<file path="src/rtl/mem_stage_pkg.sv">
// Shared types and constants for the memory-access stage.
package mem_stage_pkg;

  typedef enum logic [0:0] {
    StIdle,
    StWait
  } mem_state_e;

  localparam int unsigned MaxWaitDefault = 15;

endpackage

</file>
<file path="src/rtl/mem_wait_timer.sv">
// Counts WAIT cycles without an ack; o_expired marks the last cycle allowed before abort.
module mem_wait_timer #(
  parameter int unsigned MAX_WAIT = 15
) (
  input  logic CLK,
  input  logic RST,
  input  logic i_clear,
  input  logic i_enable,
  output logic o_expired
);

  localparam int unsigned CntW = $clog2(MAX_WAIT + 1);

  logic [CntW-1:0] r_count;

  always_ff @(posedge CLK) begin
    if (RST || i_clear) begin
      r_count <= '0;
    end else if (i_enable) begin
      r_count <= r_count + CntW'(1);
    end
  end

  // The count excludes the current cycle, so MAX_WAIT-1 means this is WAIT cycle number MAX_WAIT.
  assign o_expired = (r_count == CntW'(MAX_WAIT - 1));

endmodule

</file>
<file path="src/rtl/mem_access_stage.sv">
// Pipeline memory-access stage: req/ack data bus, upstream stall, registered write-back.
// Optional MEM_ALIGN_CHECK_EN rejects misaligned accesses instead of truncating the address.
module mem_access_stage
  import mem_stage_pkg::*;
#(
  parameter int unsigned N        = 32,
  parameter int unsigned MAX_WAIT = MaxWaitDefault
) (
  input  logic         CLK,
  input  logic         RST,
  input  logic [N-1:0] RD2_i,
  input  logic [N-1:0] AluResult_i,
  input  logic         RF_WE_i,
  input  logic         MemWE_i,
  input  logic         WBSelect_i,
  input  logic [3:0]   A3_i,
  output logic         stall_o,
  output logic         mem_req_o,
  output logic         mem_we_o,
  output logic [N-1:0] mem_addr_o,
  output logic [N-1:0] mem_wdata_o,
  input  logic         mem_ack_i,
  input  logic [N-1:0] mem_rdata_i,
  output logic [N-1:0] WBData_o,
  output logic [3:0]   A3_o,
  output logic         RF_WE_o,
  output logic         err_o,
  output logic         misalign_o
);

  mem_state_e  r_state;
  logic [3:0]  r_a3;
  logic        r_rf_we;
  logic        r_wbsel;

  logic         w_memop;
  logic         w_misalign;
  logic [N-1:0] w_addr;
  logic         w_idle;
  logic         w_wait;
  logic         w_issue;
  logic         w_expired;

  assign w_memop = MemWE_i | WBSelect_i;
  assign w_idle  = (r_state == StIdle);
  assign w_wait  = (r_state == StWait);

`ifdef MEM_ALIGN_CHECK_EN
  assign w_misalign = w_memop & (|AluResult_i[1:0]);
  assign w_addr     = AluResult_i;
`else
  assign w_misalign = 1'b0;
  assign w_addr     = {AluResult_i[N-1:2], 2'b00};
`endif

  assign w_issue = w_idle & w_memop & ~w_misalign;
  assign stall_o = w_issue | (w_wait & ~mem_ack_i & ~w_expired);

  mem_wait_timer #(
    .MAX_WAIT (MAX_WAIT)
  ) u_timer (
    .CLK       (CLK),
    .RST       (RST),
    .i_clear   (w_idle),
    .i_enable  (w_wait & ~mem_ack_i),
    .o_expired (w_expired)
  );

  always_ff @(posedge CLK) begin
    if (RST) begin
      r_state     <= StIdle;
      r_a3        <= '0;
      r_rf_we     <= 1'b0;
      r_wbsel     <= 1'b0;
      mem_req_o   <= 1'b0;
      mem_we_o    <= 1'b0;
      mem_addr_o  <= '0;
      mem_wdata_o <= '0;
      WBData_o    <= '0;
      A3_o        <= '0;
      RF_WE_o     <= 1'b0;
      err_o       <= 1'b0;
      misalign_o  <= 1'b0;
    end else begin
      err_o      <= 1'b0;
      misalign_o <= 1'b0;
      case (r_state)
        StIdle: begin
          if (w_issue) begin
            mem_req_o   <= 1'b1;
            mem_we_o    <= MemWE_i;
            mem_addr_o  <= w_addr;
            mem_wdata_o <= RD2_i;
            r_a3        <= A3_i;
            r_rf_we     <= RF_WE_i;
            r_wbsel     <= WBSelect_i;
            RF_WE_o     <= 1'b0;
            r_state     <= StWait;
          end else if (w_misalign) begin
            misalign_o <= 1'b1;
            RF_WE_o    <= 1'b0;
          end else begin
            WBData_o <= AluResult_i;
            A3_o     <= A3_i;
            RF_WE_o  <= RF_WE_i;
          end
        end
        StWait: begin
          // Ack wins over a timeout landing in the same cycle.
          if (mem_ack_i) begin
            mem_req_o <= 1'b0;
            WBData_o  <= r_wbsel ? mem_rdata_i : mem_addr_o;
            A3_o      <= r_a3;
            RF_WE_o   <= r_rf_we;
            r_state   <= StIdle;
          end else if (w_expired) begin
            mem_req_o <= 1'b0;
            err_o     <= 1'b1;
            RF_WE_o   <= 1'b0;
            r_state   <= StIdle;
          end else begin
            RF_WE_o <= 1'b0;
          end
        end
        default: r_state <= StIdle;
      endcase
    end
  end

endmodule

</file>
<file path="config.mk">
export PLATFORM = sky130hd
export DESIGN_NAME = mem_access_stage
export DESIGN_NICKNAME = d
export VERILOG_FILES = /design/src/rtl/mem_stage_pkg.sv /design/src/rtl/mem_wait_timer.sv /design/src/rtl/mem_access_stage.sv
export SDC_FILE = /design/constraint.sdc
export NUM_CORES = 1
export LEC_CHECK = 0
export CORE_ASPECT_RATIO = 0.7
export CORE_MARGIN = 2
export CORE_UTILIZATION = 30
export CTS_CLUSTER_DIAMETER = 100
export DETAILED_ROUTE_END_ITERATION = 8
export DONT_BUFFER_PORTS = 1
export GPL_ROUTABILITY_DRIVEN = 0
export SETUP_SLACK_MARGIN = 0.1
export SLEW_MARGIN = 30
export SYNTH_ARGS = -nofsm -noshare
export SYNTH_HDL_FRONTEND = slang
export SYNTH_HIERARCHICAL = 1
export SYNTH_SLANG_ARGS = --single-unit
</file>
<file path="constraint.sdc">
create_clock -name CLK -period 2.71 [get_ports CLK]
set_clock_uncertainty 0.2 [all_clocks]
set_input_delay 0.542 -clock CLK [delete_from_list [all_inputs] [get_ports CLK]]
set_output_delay 0.542 -clock CLK [all_outputs]
set_load 0.03 [all_outputs]
</file>
==> metrics.yaml <==
status: "finished clean"
met1_usage_pct: 18.0
p_per_area_nw_per_um2: 889
warning_count: 27
drive_above_1_share_pct: 9.02
ant_nets: 0
total_power_mw: 4.60
met3_usage_pct: 7.55
crit-reg2reg-capture: "mem_wdata_o[10]"
max_slew.worst_pin.slew_ps: 642
fin_ws_ps: 357
post_cts_buffers: 0
cts_hold_buffers: 1
cts_root_buf: "clkbuf_16"
fin_crit_sh_pct: 86.8
cp_max_fo: 23
clockBufferDepth: 2
max_clock_freq_mhz: 425
max_cap_viol_count: 0
core_um2: 14600
final_cells: 705
async_reset_ff_share_pct: 0
endpoint: "stall_o"
syn_area_um2: 4460
viasPerCell: 5.13
die_w_um: 150
ff2ff_setup_slack_ps: 770
io_pins: 212
place_area_um2: 4590
worstSetupStartpoint: "r_state"
area_growth_pct: 16.0
cts_max_level: 4
synth_warnings: 6
antenna_found_initial: 0
finalMaxSlewViolations: 0
fp_util_pct: 30.5
grt_usage_pct: 15.7
holdWs_ps: 63.6
grt-busiest-layer: "met2"
peakVddDrop_mv: 0.331
hold_viol: 0
dr.first_iter.drc_count: 203
hold_start: "AluResult_i[11]"
vias: 3615
ys_types: 33
topCellsByArea: "dfxtp_1, nand2_1, mux2i_1"
synthCells: 511
synth-main-ff-cell: "dfxtp_1"
top_cells_by_count: "nand2_1, dfxtp_1, a21oi_1, mux2i_1, nor2_1"
grt_pass1_vias: 3568
design_area_um2: 5170
clkSlewWorstSetupHoldPaths_ps: 50
pre_cts_ws_ps: 532
die_h_um: 106
timing.setup.tns_ps: 0
postCtsResizedCells: 0
dpl.hpwl_mm: 8.22
grt_pass1_wl_mm: 18.9
period_needed_ps: 2350
grt_max_degree: 76
rr_worst_depth: 4
cp-end-kind: "primary output"
drc: 0
synth_chip_area_um2: 4460
place_inst: 673
numCtsBuffers: 17
edf_count: 0
reg2reg_from: "r_state"
grt_setup_unrepaired: "false"
dieArea_um2: 15900
synth_top_area_share_pct: 50.7
cp.required_ps: 1970
num-nets-final: 606
slew_headroom_pct: 57.1
placement_rows: 37
diodes: 0
hold_class: "input pin to flip-flop"
setup_viol_count_final: 0
met2_usage_pct: 24.6
cp-start-kind: "flip-flop"
postSynthSeqShare_pct: 50.7
firstDrtPassIters: 5
top_area_cell: "dfxtp_1"
crit_arrival_ps: 1610
holdPathEnd: "mem_addr_o[11]"
holdPathStages: 2
gr-total-overflow: 0
leakage_nw: 1.97
syn-mean-instance-area_um2: 8.73
final_util_pct: 35.4
ys_cells: 511
synth_top_cell_by_count: "nand2_1"
criticalPathCategory: "flip-flop to primary output"
ys.flops: 113
io_buffers: 0
cts_tree: "built"
==> critical path, cell delays in order (launching register included) <==
cell and delay (ps):
dfxtp_2 480, o21bai_4 340, o21ai_0 170, buf_4 210
==> layout make-up <==
type | instances | area [um^2]
clock buffer | 19 | 443
clock inverter | 12 | 118
fill | 1482 | 9450
inverter | 3 | 11.3
multi-input combinational | 355 | 2000
sequential | 113 | 2260
tap | 195 | 244
timing repair buffer | 8 | 92.6
==> sequential cells by signal, indices dropped and copies added (netlist names) <==
register         flops
r_wbsel              1
A3_o                 4
err_o                1
WBData_o            32
u_timer/r_count      4
r_a3                 4
r_state              1
r_rf_we              1
mem_wdata_o         32
mem_we_o             1
mem_req_o            1
RF_WE_o              1
mem_addr_o          30
==> metal layers <==
layer	vias up	routed length (um)	part of all wire, %
li1	1714	-	-
met1	1691	5220	42
met2	193	5500	44
met3	17	1480	12
met4	0	178	1.4
met5	-	0	0
==> where the power goes <==
group          total (mW)  switching (mW)  internal (mW)  leakage, nW
Sequential           2.10           0.316           1.78        0.930
Clock                2.12           0.763           1.36        0.274
Combinational       0.382           0.232          0.150        0.762
==> cell families (layout without fill, tap and decap cells) <==
family	after synthesis	count (layout)	share of synthesized area, %
and+or+nand+nor	190	190	17.2
AOI/OAI and AO/OA	118	118	17.2
DFF	113	113	50.7
buffers and inverters	45	42	4.91
muxes	41	41	9.23
adders and majority gates	2	2	0.561
other	1	3	0.0840
xor gates and xnor gates	1	1	0.196
==> cell usage in the layout, fill, tap and decap left out, types with 4 or more instances in the layout <==
master / instances
nor2_1: 38
dfxtp_1: 111
mux2i_1: 40
buf_4: 6
a21o_1: 4
nand2_1: 135
a21oi_1: 78
a221o_1: 30
clkbuf_16: 17
clkinv_2: 7
**Gate-type map**

The bar under the picture is 50 um long.
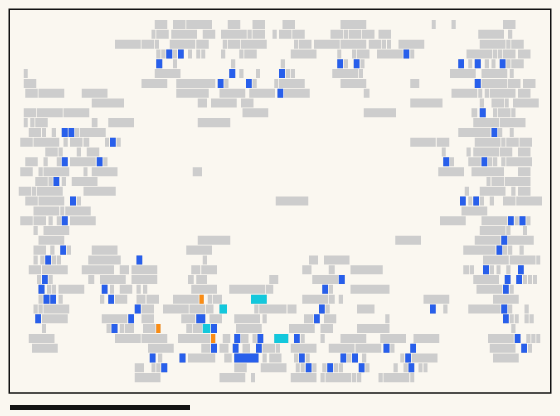
AND and OR gates: shown in cyan, cells 4, where bottom center. inverting AOI/OAI gates: shown in blue, cells 82, where widely spread. inverters: shown in orange, cells 3.

**The clock network**

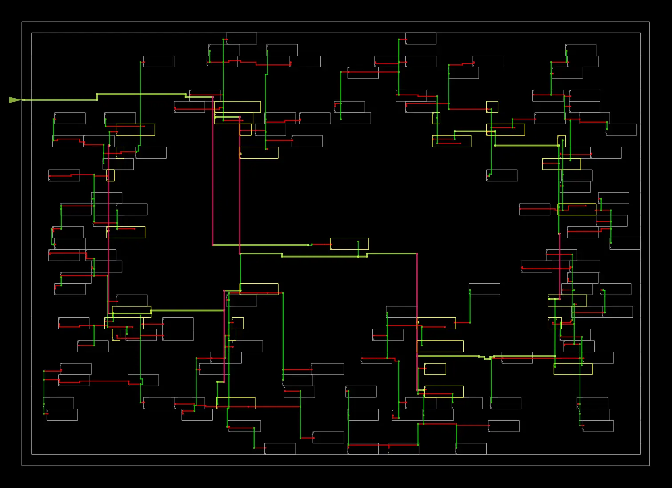
clock sink total: 113
Latency at later pin: 410 ps

**Signal wires by layer**

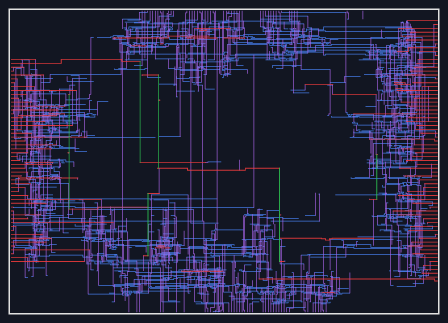
met1: shown in blue, wire length 5220 um. met3: shown in red, wire length 1480 um. met4: shown in green, wire length 178 um. met2: shown in purple, wire length 5500 um.
Total Routed Length: 12.4 mm
Routed WL per cell: 17.6 um

**Where the registers sit**

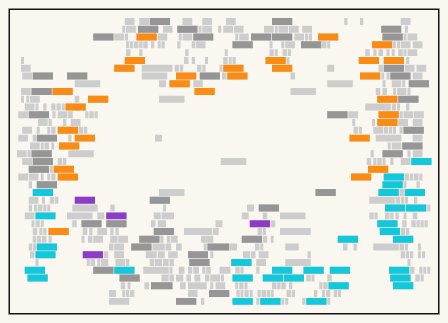
`mem_addr_o`: shown in orange, sequential cells 30. `mem_wdata_o`: shown in cyan, sequential cells 32. `r_a3`: shown in purple, sequential cells 4.
Another 47 sequential cells are not colored.

Power and IR drop assume default switching activity.
